$ cat src/rtl/pipe_div_pkg.sv
// Shared constants and state encoding for the iterative radix-2 divider.
package pipe_div_pkg;

  localparam int DIV_WIDTH = 32;
  localparam int DIV_ITER  = 32;
  localparam logic [DIV_WIDTH-1:0] DIV_BY_ZERO_Q = 32'hFFFF_FFFF;

  typedef enum logic [1:0] {
    S_IDLE = 2'd0,
    S_RUN  = 2'd1,
    S_FIX  = 2'd2
  } state_e;

endpackage

$ cat src/rtl/pipe_div_if.sv
// Request/result bundle between the EX stage and the divider.
interface pipe_div_if import pipe_div_pkg::*; #(
  parameter int WIDTH = DIV_WIDTH
) ();

  logic             start;
  logic             sign;
  logic             flush;
  logic [WIDTH-1:0] dividend;
  logic [WIDTH-1:0] divisor;
  logic [WIDTH-1:0] q;
  logic [WIDTH-1:0] r;
  logic             busy;
  logic             done;

  modport master (
    output start, sign, flush, dividend, divisor,
    input  q, r, busy, done
  );

  modport slave (
    input  start, sign, flush, dividend, divisor,
    output q, r, busy, done
  );

endinterface

$ cat src/rtl/pipe_div_unit_step.sv
// One restoring-division step: shift in a dividend bit, subtract the divisor if it fits.
module div_restore_step #(
  parameter int WIDTH = 32
) (
  input  logic [WIDTH-1:0] rem_i,
  input  logic             bit_i,
  input  logic [WIDTH-1:0] divisor_i,
  output logic [WIDTH-1:0] rem_o,
  output logic             q_bit_o
);

  logic [WIDTH:0] shifted;
  logic [WIDTH:0] diff;

  // The running remainder is always below the divisor, so WIDTH+1 bits hold the shift.
  always_comb begin
    shifted = {rem_i, bit_i};
    diff    = shifted - {1'b0, divisor_i};
    q_bit_o = (shifted >= {1'b0, divisor_i});
    rem_o   = q_bit_o ? diff[WIDTH-1:0] : shifted[WIDTH-1:0];
  end

endmodule

$ cat src/rtl/pipe_div_unit.sv
// Iterative signed/unsigned divider: IDLE -> RUN (ITER steps) -> FIX (sign correction, result write).
module pipe_div_unit import pipe_div_pkg::*; #(
  parameter int WIDTH = DIV_WIDTH,
  parameter int ITER  = DIV_ITER
) (
  input  logic        clk,
  input  logic        rst,
  pipe_div_if.slave   bus
);

  localparam int CW = $clog2(ITER);

  state_e           state_q, state_d;
  logic [CW-1:0]    count_q, count_d;
  logic [WIDTH-1:0] rem_q, rem_d;
  logic [WIDTH-1:0] dvd_q, dvd_d;
  logic [WIDTH-1:0] dvs_q, dvs_d;
  logic [WIDTH-1:0] q_q, q_d;
  logic [WIDTH-1:0] r_q, r_d;
  logic             neg_quo_q, neg_quo_d;
  logic             neg_rem_q, neg_rem_d;
  logic             div_zero_q, div_zero_d;
  logic             done_q, done_d;

  logic [WIDTH-1:0] step_rem;
  logic             step_q_bit;

  div_restore_step #(.WIDTH(WIDTH)) u_step (
    .rem_i     (rem_q),
    .bit_i     (dvd_q[WIDTH-1]),
    .divisor_i (dvs_q),
    .rem_o     (step_rem),
    .q_bit_o   (step_q_bit)
  );

  // NOTE: every _d gets its hold value first so no path through this block infers a latch.
  always_comb begin
    state_d    = state_q;
    count_d    = count_q;
    rem_d      = rem_q;
    dvd_d      = dvd_q;
    dvs_d      = dvs_q;
    q_d        = q_q;
    r_d        = r_q;
    neg_quo_d  = neg_quo_q;
    neg_rem_d  = neg_rem_q;
    div_zero_d = div_zero_q;
    done_d     = 1'b0;

    unique case (state_q)
      S_IDLE: begin
        if (bus.start && !bus.flush) begin
          state_d    = S_RUN;
          count_d    = '0;
          rem_d      = '0;
          dvd_d      = (bus.sign && bus.dividend[WIDTH-1]) ? -bus.dividend : bus.dividend;
          dvs_d      = (bus.sign && bus.divisor[WIDTH-1])  ? -bus.divisor  : bus.divisor;
          neg_quo_d  = bus.sign & (bus.dividend[WIDTH-1] ^ bus.divisor[WIDTH-1]);
          neg_rem_d  = bus.sign & bus.dividend[WIDTH-1];
          div_zero_d = (bus.divisor == '0);
        end
      end
      S_RUN: begin
        // Quotient bits shift into the low end as dividend bits leave the top.
        rem_d   = step_rem;
        dvd_d   = {dvd_q[WIDTH-2:0], step_q_bit};
        count_d = count_q + 1'b1;
        if (count_q == CW'(ITER - 1)) state_d = S_FIX;
      end
      S_FIX: begin
        state_d = S_IDLE;
        done_d  = 1'b1;
        // With a zero divisor the remainder is |dividend|; negating it restores the raw dividend.
        q_d     = div_zero_q ? WIDTH'(DIV_BY_ZERO_Q) : (neg_quo_q ? -dvd_q : dvd_q);
        r_d     = neg_rem_q ? -rem_q : rem_q;
      end
      default: state_d = S_IDLE;
    endcase

    if (state_q != S_IDLE && bus.flush) begin
      state_d = S_IDLE;
      done_d  = 1'b0;
      q_d     = q_q;
      r_d     = r_q;
    end
  end

  // NOTE: state updates use non-blocking assignments so every flop samples pre-edge values.
  always_ff @(posedge clk) begin
    if (rst) begin
      state_q    <= S_IDLE;
      count_q    <= '0;
      rem_q      <= '0;
      dvd_q      <= '0;
      dvs_q      <= '0;
      q_q        <= '0;
      r_q        <= '0;
      neg_quo_q  <= 1'b0;
      neg_rem_q  <= 1'b0;
      div_zero_q <= 1'b0;
      done_q     <= 1'b0;
    end else begin
      state_q    <= state_d;
      count_q    <= count_d;
      rem_q      <= rem_d;
      dvd_q      <= dvd_d;
      dvs_q      <= dvs_d;
      q_q        <= q_d;
      r_q        <= r_d;
      neg_quo_q  <= neg_quo_d;
      neg_rem_q  <= neg_rem_d;
      div_zero_q <= div_zero_d;
      done_q     <= done_d;
    end
  end

  assign bus.busy = (state_q != S_IDLE);
  assign bus.done = done_q;
  assign bus.q    = q_q;
  assign bus.r    = r_q;

endmodule

$ cat src/flat_wrapper.sv
// flat-port wrapper written by rule: the top's interface ports become plain ports
module pipe_div_unit_flat import pipe_div_pkg::*;
#(
  parameter int WIDTH = DIV_WIDTH,
  parameter int ITER  = DIV_ITER
)
  (clk, rst, bus_start, bus_sign, bus_flush, bus_dividend, bus_divisor, bus_q, bus_r, bus_busy, bus_done);
  pipe_div_if #(.WIDTH(WIDTH)) bus_i ();
  input  logic clk;
  input  logic rst;
  input wire logic [$bits(bus_i.start)-1:0] bus_start;
  input wire logic [$bits(bus_i.sign)-1:0] bus_sign;
  input wire logic [$bits(bus_i.flush)-1:0] bus_flush;
  input wire logic [$bits(bus_i.dividend)-1:0] bus_dividend;
  input wire logic [$bits(bus_i.divisor)-1:0] bus_divisor;
  output wire logic [$bits(bus_i.q)-1:0] bus_q;
  output wire logic [$bits(bus_i.r)-1:0] bus_r;
  output wire logic [$bits(bus_i.busy)-1:0] bus_busy;
  output wire logic [$bits(bus_i.done)-1:0] bus_done;
  assign bus_i.start = bus_start;
  assign bus_i.sign = bus_sign;
  assign bus_i.flush = bus_flush;
  assign bus_i.dividend = bus_dividend;
  assign bus_i.divisor = bus_divisor;
  assign bus_q = bus_i.q;
  assign bus_r = bus_i.r;
  assign bus_busy = bus_i.busy;
  assign bus_done = bus_i.done;
  pipe_div_unit #(.WIDTH(WIDTH), .ITER(ITER)) u_core (.clk(clk), .rst(rst), .bus(bus_i));
endmodule
$ cat config.mk
export PLATFORM = sky130hd
export DESIGN_NAME = pipe_div_unit_flat
export DESIGN_NICKNAME = d
export VERILOG_FILES = /design/src/rtl/pipe_div_pkg.sv /design/src/rtl/pipe_div_if.sv /design/src/rtl/pipe_div_unit_step.sv /design/src/rtl/pipe_div_unit.sv /design/src/flat_wrapper.sv
export SDC_FILE = /design/constraint.sdc
export NUM_CORES = 1
export LEC_CHECK = 0
export ABC_AREA = 1
export CAP_MARGIN = 10
export CORE_ASPECT_RATIO = 1.75
export CORE_UTILIZATION = 30
export CTS_CLUSTER_DIAMETER = 80
export DETAILED_ROUTE_END_ITERATION = 16
export PLACE_DENSITY = 0.46
export SKIP_LAST_GASP = 1
export SYNTH_ARGS = -nofsm -noshare
export SYNTH_HDL_FRONTEND = slang
export SYNTH_SLANG_ARGS = --single-unit
$ cat constraint.sdc
create_clock -name clk -period 2.2 [get_ports clk]
set_input_delay 0.44 -clock clk [delete_from_list [all_inputs] [get_ports clk]]
set_output_delay 0.44 -clock clk [all_outputs]
set_load 0.02 [all_outputs]
run_1/pdn.png
(2 px per µm) Pins as bars on the die edge. Tap cells in gray.
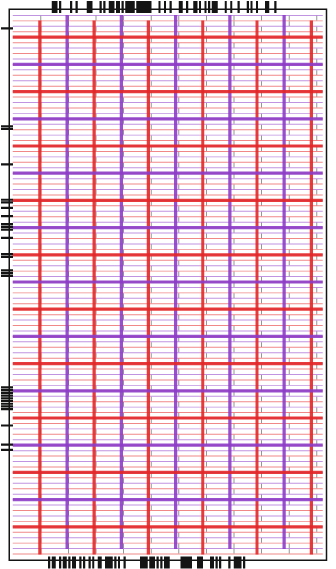
purple -> VDD
red -> VSS
signal pins = 135
met1 rails = 100
met4 straps = 11
Die Span Y: 274.7 µm
worst vdd ir: 0.0005634 V
horizontal extent of the die: 157.8 µm
area inside the core boundary: 41,740 µm²

run_1/cell_classes.png
(2 px per µm) Fill, decap, tap and diode cells in gray.
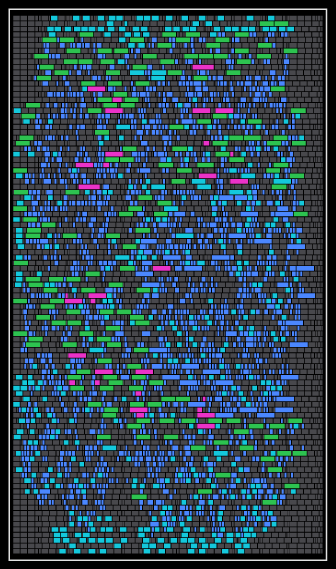
cyan -> other buffers and delay cells  # cells 430, share of their area 22%
blue -> all other logic  # cells 1,877, share of their area 55%
green -> flip-flops  # cells 171, share of their area 20%
magenta -> clock drivers and dummy loads  # cells 31, share of their area 3.3%

==> run summary, run 1 <==
Results of an implementation run.

The flow ran to the end, and the final reports show no timing, DRC or antenna violations. The area of the multi-input gates is 8299 µm². The proportion of synthesized flip-flops having asynchronous set or reset is 0%.

For met1 alone, demand over resource in global routing was 22.12%. Walking the worst path, the cells encountered are ha_4 > nand2_2 > nor2_2 > nand2_2 > nor2_4 > nand2_2 > nand2_2 > a21oi_4 > buf_12 > nand2_8 > clkbuf_16 > nand2_1 > nand3_1 > a21oi_1. The met3 capacity usage during global routing is 2.347%. Dividing total power by cell area gives a power density of 712.3 nW/µm².

The measured slew at the worst slew-check pin is 0.5720 ns. The highest attainable clock frequency is 0.4615 GHz. The sum of buffers and inverters on the critical path is 2. Per the cell usage report, the commonest logic cells after layout are 537 x nand2_1, 326 x inv_1, 278 x buf_4. The sink of the worst hold path is u_core.count_q[4]$_SDFFE_PP0P_. The via count of the routed design is 14,840.

The required time reported for the critical path endpoint is 2.52 ns. The overall power consumption is between 10 and 15 mW. The met2 track utilization from global routing is 51.92%.

By count the netlist is led by 572 x nand2_1, 340 x inv_1, 195 x nand3_1, 184 x nor2_1, 171 x dfxtp_1. The cts-stage hold buffer count is 0. During I/O placement, the number of pins put on the boundary was 135. The via count normalized by instance count is 4.842. Once the clock tree was built, the resizer swapped approximately 43 gates to a different size. The number of sequential storage elements is 171. The global routing usage summed across all routing layers is 25.45%. The sink count of the clock tree is 171.

The worst hold path was traced through 2 stages. The count of nets left with antenna violations once routing finished came out at 0. In the routed design, unresolved DRC markers number 0. The wire length of the first global-routing pass is 81,610 µm.

The layout summary lists the proportion of cells stronger than drive strength 1 as 20.45%. The mean post-synth cell area is roughly 6.0 µm². The synthesized design devotes to its leading area cell type a little over a quarter of total area. Summing every instance area after synthesis gives roughly 13,000 µm².

The worst-path maximum fanout is 7. The cell depth of the worst setup path is 14. By instance count, the leading cell after synthesis is nand2_1. Before CTS, the worst setup slack after placement is -0.3120 ns. At the end of routability-driven placement, the weighted congestion stood at about 0.95. During placement, the flow inserted port buffers numbering roughly 130.

The max-slew violation total from the final report is 0. The total of flip-flops plus latches after synthesis is 171. The critical path's top delay family is simple AND/OR/NAND/NOR gates. The end-of-flow core utilization is 43.41%. The count of cells in the finished layout, fillers not included, comes to slightly above 3,000. The critical path capture point is u_core.rem_q[4]$_SDFFE_PP0P_. The proportion of cell area spent on the clock network is 3.211%.

The flip-flop and latch area is 3456 µm². Before placement the cells fill 30.55% of the core. The yosys cell count is 2,128. The post-DP HPWL is 44,330 µm. In the synthesis report, Yosys lists the chip area as around 13,000 µm². The dominant synthesized flop cell is dfxtp_1. The cell count after placement is 3,023.

The signed area change from the synthesized netlist to the final layout is 42.11%. The critical path data arrival time is 2.48 ns. The stage logs contain a warning count of 27. Setup repair after global routing could not meet its margin everywhere. The post-CTS setup repair buffer count is 0. Synthesis produced 2,128 cells.

The H-tree level count is 4. In the finished layout, the clock tree contains a buffer count of 19. The final timing report lists a hold violation count of 0. The overall die area is about 43,000 µm². The top logic cell by instance count in the layout is nand2_1. Summed over all failing endpoints, the final setup total negative slack is 0 ns. The worst register-to-register path has a depth of 14. Per the GRT log, the top usage layer is met2. The wire length reported by the detailed router is around 54,000 µm. Tap insertion was completed with 555 tapcells. The worst hold path belongs to the class reg2reg.
run_1/clock_map.png
(2 px per µm)
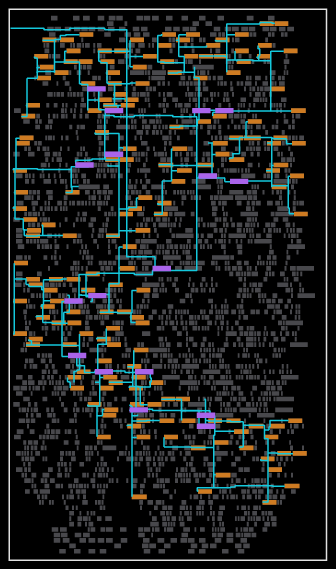
orange -> flip-flops  # count 171
cyan -> clock wires  # length 2,530 µm
purple -> cells driving clock nets  # count 17
routed clock nets = 18
Clock Skews: 0.01439 ns
total clock network power: 3.06 mW
clock network latency to the later pin of the worst-skew pair: 0.45 ns
part of the power in the clock network: 23.7%

run 1: power breakdown:
part	internal, mW	switching [mW]	leakage [nW]
registers	3.24	0.179	1.40
clock network	1.71	1.35	0.278
logic	2.71	3.72	6.89
total	7.66	5.25	8.56
run 1: layer usage:
layer	vias to the layer above	wire (µm)
li1	7550	-
met3	145	1041
met2	286	30540
met1	6856	17940
met5	-	0
met4	0	4641
run 1: logic make-up (layout without fill, tap and decap cells):
group / count (synthesis) / count (layout) / synth area share (%)
flip-flops: 171 / 171 / 26.85
buffers and inverters: 429 / 810 / 13.28
adder cells (fa/ha/maj): 39 / 39 / 3.886
AND-OR/OR-AND: 364 / 364 / 16.19
XOR/XNOR: 64 / 64 / 4.396
AND/OR/NAND/NOR: 1061 / 1061 / 35.40
run_1/metal_stack.png
(2 px per µm)
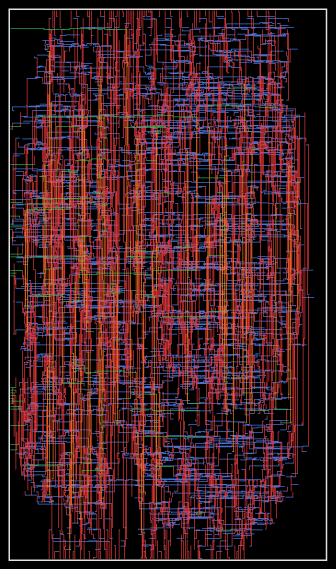

==> run 2, diff against run 1 <==
--- a/config.mk
+++ b/config.mk
@@ -8,9 +8,11 @@
 export ABC_AREA = 1
 export CAP_MARGIN = 10
 export CORE_ASPECT_RATIO = 1.75
+export CORE_MARGIN = 5
 export CORE_UTILIZATION = 30
 export CTS_CLUSTER_DIAMETER = 80
 export DETAILED_ROUTE_END_ITERATION = 16
+export HOLD_SLACK_MARGIN = 0.02
 export PLACE_DENSITY = 0.46
 export SKIP_LAST_GASP = 1
 export SYNTH_ARGS = -nofsm -noshare
run_2/metal_stack.png
(2 px per µm)
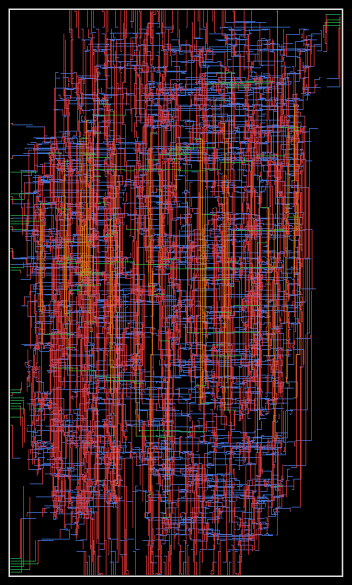
red -> met2  # wire length 31.2 mm
orange -> met4  # wire length 3,860 µm
blue -> met1  # wire length 17,500 µm
green -> met3  # wire length 1,140 µm
Global Route Usage Sum: 22.28%
vias after detailed routing: 14,880
Routed Wire Length: 53,720 µm
average wire per standard cell: 17.44 µm

run_2/clock_map.png
(1.5 px per µm)
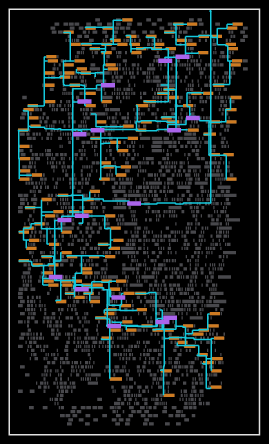
total clock network power: 3.28 mW
part of the power in the clock network: 25.1%

run_2/final_congestion.png
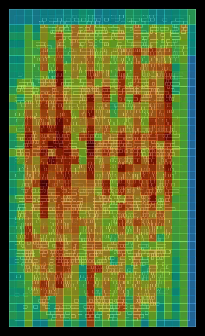
Post-Route Utilization: 43.36%
met3 usage in global routing: 2.244%
busiest layer in global routing: met2

==> run summary, run 2 <==
Results of an implementation run.

The run finished with clean final reports. The signed area change from the synthesized netlist to the final layout is 43.79%. Cells with a size suffix above 1 make up 22.27% of the layout. The number of setup buffers added after CTS is 1. The placement summary gives the final routability congestion estimate as 0.9520. Looking at the VDD voltage map, the peak drop is about 0.00044 V. The final clock skew is roughly 0.011 ns. The post-synthesis share of cell area spent on and-or and or-and gates is 16.19%. The area of the mapped netlist is approximately 13,000 µm². The summed negative setup slack over all endpoints is 0 ns.

The number of buffers and inverters on the critical path is 3. Internal power comes to 7.850 mW. The area of the multi-input gates is ~8400 µm². The script logs the ratio of routed vias to standard cells as 4.831.

The cell area power density is 713.4 nW/µm². Based on the critical path, the design can be clocked at up to 0.4566 GHz. Measured in cells, the most critical reg-to-reg path has a length of 16. The number of gates resized after cts is 53. The overall power consumption is 13.08 mW.

Leaving out fill and tap cells, the most frequent cell in the layout is nand2_1. The insertion delay to the later sink of the worst-skew pair is 0.45 ns. The H-tree level count is 4.

On met1, the global router reports a usage of 19.47%. The non-filler instance count after layout is 3,080. In the power breakdown, the biggest contributor is combinational logic. The combinational power reported by the tool is 6.38 mW. The power dissipated in sequential cells is 3.42 mW.

The max-slew violation total from the final report is 0. The gate count of the mapped netlist is roughly 2,100. The core region is 42,290 µm². By count the netlist is led by 572 x nand2_1, 340 x inv_1, 195 x nand3_1, 184 x nor2_1, 171 x dfxtp_1. A synthesized cell averages 5.992 µm².

In this run, placement finished with an instance count of roughly 3,000. Measured on the final layout, the clock distribution area share stands at under 10%. The combinational power share is 48.7%.

The number of sequential storage elements is 171. By area, the combinational part of the netlist is dominated by simple AND/OR/NAND/NOR gates. The worst-path maximum fanout is 4.

The yosys cell count is about 2,100. The final tally of hold violations is 0. For the worst setup path, the data arrival time is about 2.6 ns.

After detailed routing, the met3 layer carries 1140 µm of wire. The count of antenna-violating nets left after detailed routing is 0. The post-synthesis simple-gate area fraction is 35.40%. The summed standard-cell area reported by yosys is 12,750 µm². The critical path capture point is u_core.rem_q[26]$_SDFFE_PP0P_. The critical path crosses 16 cells after its start point. The adder-cell area share of the yosys netlist is 3.886%. The die span in x is 165.8 µm. The layout has 18 clock buffers. OpenSTA, run right after detailed placement, puts the worst setup slack at -0.2712 ns.

The synthesis run shows multiplexers occupying 0% of the cell area. For this configuration, the core starts out at a cell density of a little under a third. After Yosys synthesis, XOR and XNOR cells account for 4.396% of the synthesized area. Signal routing reaches up to met4. The number of ports placed on the die boundary is about 140. The power spent charging and discharging nets is 5.231 mW. The total length of routed met2 wires is 31,220 µm.
==> run 2: worst min-delay path by stage <==
stage                                               from                        endpoint  slack [ns]  cells after the start
after floorplan           u_core.count_q[3]$_SDFFE_PP0P_  u_core.count_q[3]$_SDFFE_PP0P_        0.44                      1
after global placement    u_core.count_q[4]$_SDFFE_PP0P_  u_core.count_q[4]$_SDFFE_PP0P_        0.45                      2
after detailed placement  u_core.count_q[4]$_SDFFE_PP0P_  u_core.count_q[4]$_SDFFE_PP0P_        0.46                      2
after CTS                                            rst    u_core.dvs_q[0]$_SDFFE_PP0P_        0.43                      4
after global routing                                 rst    u_core.dvs_q[0]$_SDFFE_PP0P_        0.45                      4
final                                                rst    u_core.dvs_q[0]$_SDFFE_PP0P_        0.44                      4
run_2/cell_classes.png
(2 px per µm) Fill, decap, tap and diode cells in gray.
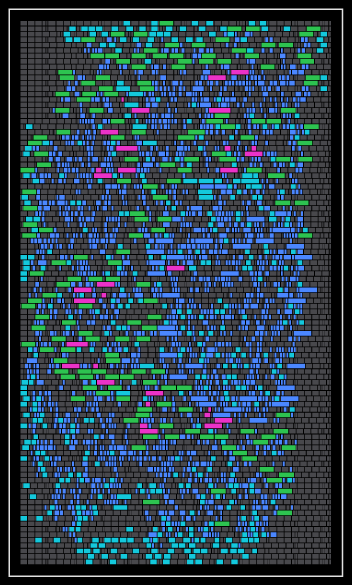

==> run 3, diff against run 2 <==
--- a/config.mk
+++ b/config.mk
@@ -8,12 +8,12 @@
 export ABC_AREA = 1
 export CAP_MARGIN = 10
 export CORE_ASPECT_RATIO = 1.75
-export CORE_MARGIN = 5
-export CORE_UTILIZATION = 30
+export CORE_MARGIN = 2
+export CORE_UTILIZATION = 25
 export CTS_CLUSTER_DIAMETER = 80
 export DETAILED_ROUTE_END_ITERATION = 16
 export HOLD_SLACK_MARGIN = 0.02
-export PLACE_DENSITY = 0.46
+export PLACE_DENSITY = 0.4
 export SKIP_LAST_GASP = 1
 export SYNTH_ARGS = -nofsm -noshare
 export SYNTH_HDL_FRONTEND = slang
run_3/cell_classes.png
(2 px per µm) Fill, decap, tap and diode cells in gray.
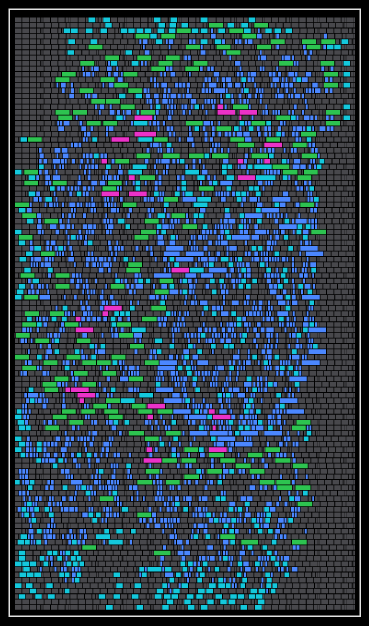
magenta -> clock drivers and dummy loads  # cells 32, share of their area 3.1%
blue -> all other logic  # cells 1,877, share of their area 55%
cyan -> other buffers and delay cells  # cells 473, share of their area 23%
green -> flip-flops  # cells 171, share of their area 19%

run_3/pdn.png
(2 px per µm) Pins as bars on the die edge. Tap cells in gray.
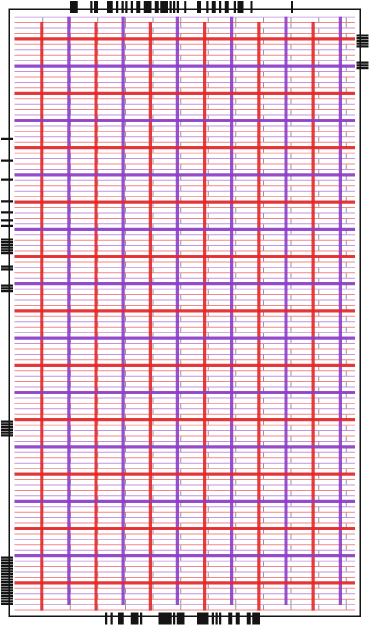
purple -> VDD
red -> VSS
met1 rails = 110
signal pins = 135
tap cells = 666
Die Span Y: 302.8 µm
area inside the core boundary: 50,460 µm²

run_3/final_congestion.png
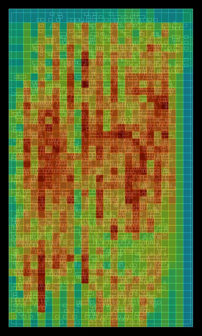
Post-Route Utilization: 37.43%
met3 usage in global routing: 1.955%

==> run summary, run 3 <==
Results of an implementation run.

The run finished with clean final reports. In the global route stage, met1 resource usage came out at 18.50%. Per the detail_route log, met2 wirelength is 33,600 µm. The startpoint identified for the worst hold timing path is u_core.dvd_q[0]$_SDFFE_PP0P_. OpenSTA lists the critical path endpoint as u_core.rem_q[14]$_SDFFE_PP0P_. The xor/xnor cell area share of the yosys netlist is 4.396%. The most common cell in the synthesized netlist is nand2_1. The cell family contributing the most delay on the critical path is simple AND/OR/NAND/NOR gates. The mean post-synth cell area is 5.992 µm².

The proportion of synthesized flip-flops having asynchronous set or reset is 0%. Looking at the VDD voltage map, the peak drop is 0.0004635 V. The highest attainable clock frequency is 0.4683 GHz.

Adding up every negative setup slack in the final design gives 0 ns. The top layer reached by signal wires is met4. The adder-cell area share of the yosys netlist is 3.886%. The power consumed by the clock network is 3.06 mW. The synthesized instance count is 2,128. Setup repair after global routing could not meet its margin everywhere. The internal power of the cells totals between 7 and 8 mW. The top logic cell family in the synthesized netlist is simple AND/OR/NAND/NOR gates. On the final layout, the worst clock skew is 0.01672 ns. Traced cell by cell, the critical path runs through ha_4 > inv_2 > fa_2 > buf_6 > nand2_1 > nand3b_1 > nand2_1 > nand2_2 > xnor2_2 > buf_4 > nand2_1 > nand3_1 > a21oi_2.

The power consumed by combinational cells is approximately 7 mW. Per the final layout report, the fraction of cells sized above drive strength 1 comes to roughly a quarter. In the Yosys report the total cell count is 2,128. Clock tree synthesis found a total of 171 sinks. The core utilization at floorplan is 25.27%.

Once placement completed, the tool counted placed cells totaling 3,172. met2 track demand over resource after global routing is 45.69%. Counting cells, the worst reg-to-reg path comes to 13. Net switching is 41.61% of the power. Routability-driven placement finished with a final weighted congestion of 0.8937.

Walking the critical path from launch to capture passes 13 cell instances. The sum of buffers and inverters on the critical path is 3. After synthesis, the most frequently instantiated cells are 572 x nand2_1, 340 x inv_1, 195 x nand3_1, 184 x nor2_1, 171 x dfxtp_1. The synthesis stat section lists a flop and latch total of roughly 170. For this run, the number of standard cells in the final layout without fillers is 3,219.

The wire length reported by the detailed router is 57,390 µm. The power spent charging and discharging nets is 5.627 mW. After Yosys synthesis, and, or, nand and nor cells account for a little over a third of the synthesized area.

The clock network is responsible for a little under a quarter of the overall power. The arrival time of data at the worst endpoint is listed as 2.52 ns. The via count normalized by instance count is 4.667. The design draws 13.52 mW. The portion of synthesized cell area occupied by the leading cell type is a little over a quarter. At the pin with the least slew margin, the transition time is 0.5411 ns. The flow measured a signed area growth from synthesis to layout of 48.11%.

For this sky-water flow run, the detailed-routed wirelength per cell is reported as ~18 µm. The sink of the worst hold path is u_core.dvd_q[0]$_SDFFE_PP0P_. Per report_power, the sequential group accounts for 25.4% of the total.

The tool warning count for the run is 28. According to the floorplan report, the total die area is 52,900 µm². During I/O placement, the number of pins put on the boundary was 135. After layout, the worst path uses 97.07% of the clock period. The global routing usage summed across all routing layers is 21.44%. The wire length of the first global-routing pass is around 85,000 µm. Pins over their slew limit in the final report were tallied at 0. The report puts the hold buffer count at CTS at 0.

Summed over all nets, wire length on met3 after detailed routing comes to about 1000 µm. The power dissipated in sequential cells is 3.44 mW. The skew report gives the latency at the later pin of the worst-skew pair as 0.46 ns.

The area of the mapped netlist is 12,750 µm². The worst-path maximum fanout is 4. The post-DP HPWL is 46,610 µm. The count of input and output buffers is 134. The dominant synthesized flop cell is dfxtp_1. The top logic cell by instance count in the layout is nand2_1. The count of antenna-violating nets left after detailed routing is 0. The largest power group is combinational logic. The die is 174.7 µm wide. The H-tree level count is 4. Gates resized during post-CTS repair numbered 115. The summed standard-cell area reported by yosys is 12,750 µm². The final tally of hold violations is 0. Post-CTS timing repair inserted 8 buffers for setup. Data on the critical path is required at its endpoint by 2.58 ns.
## run 3: cell count changes in the layout (fill, tap and decap cells not counted), sizes merged
cell | before | now
buf | 306 | 339
inv | 348 | 350
bufinv | 4 | 1
clkinvlp | 4 | 3
clkinv | 6 | 9
## run 3: cell type report
| type | instances | area (µm²) |
|---|---|---|
| well taps | 666 | 833.3 |
| flip-flops and latches | 171 | 3497 |
| fillers | 5634 | 31580 |
| repair buffers | 473 | 4116 |
| clock inverters | 14 | 136.4 |
| multi-input cells | 1528 | 8548 |
| clock buffers | 18 | 429.2 |
| inverters | 349 | 1325 |
## run 3: kinds of logic after synthesis
group	count (synthesis)
adders and majority gates	39
xor gates and xnor gates	64
buffers and inverters	429
DFF	171
AOI/OAI and AO/OA	364
and+or+nand+nor	1061
Power and IR drop assume default switching activity.
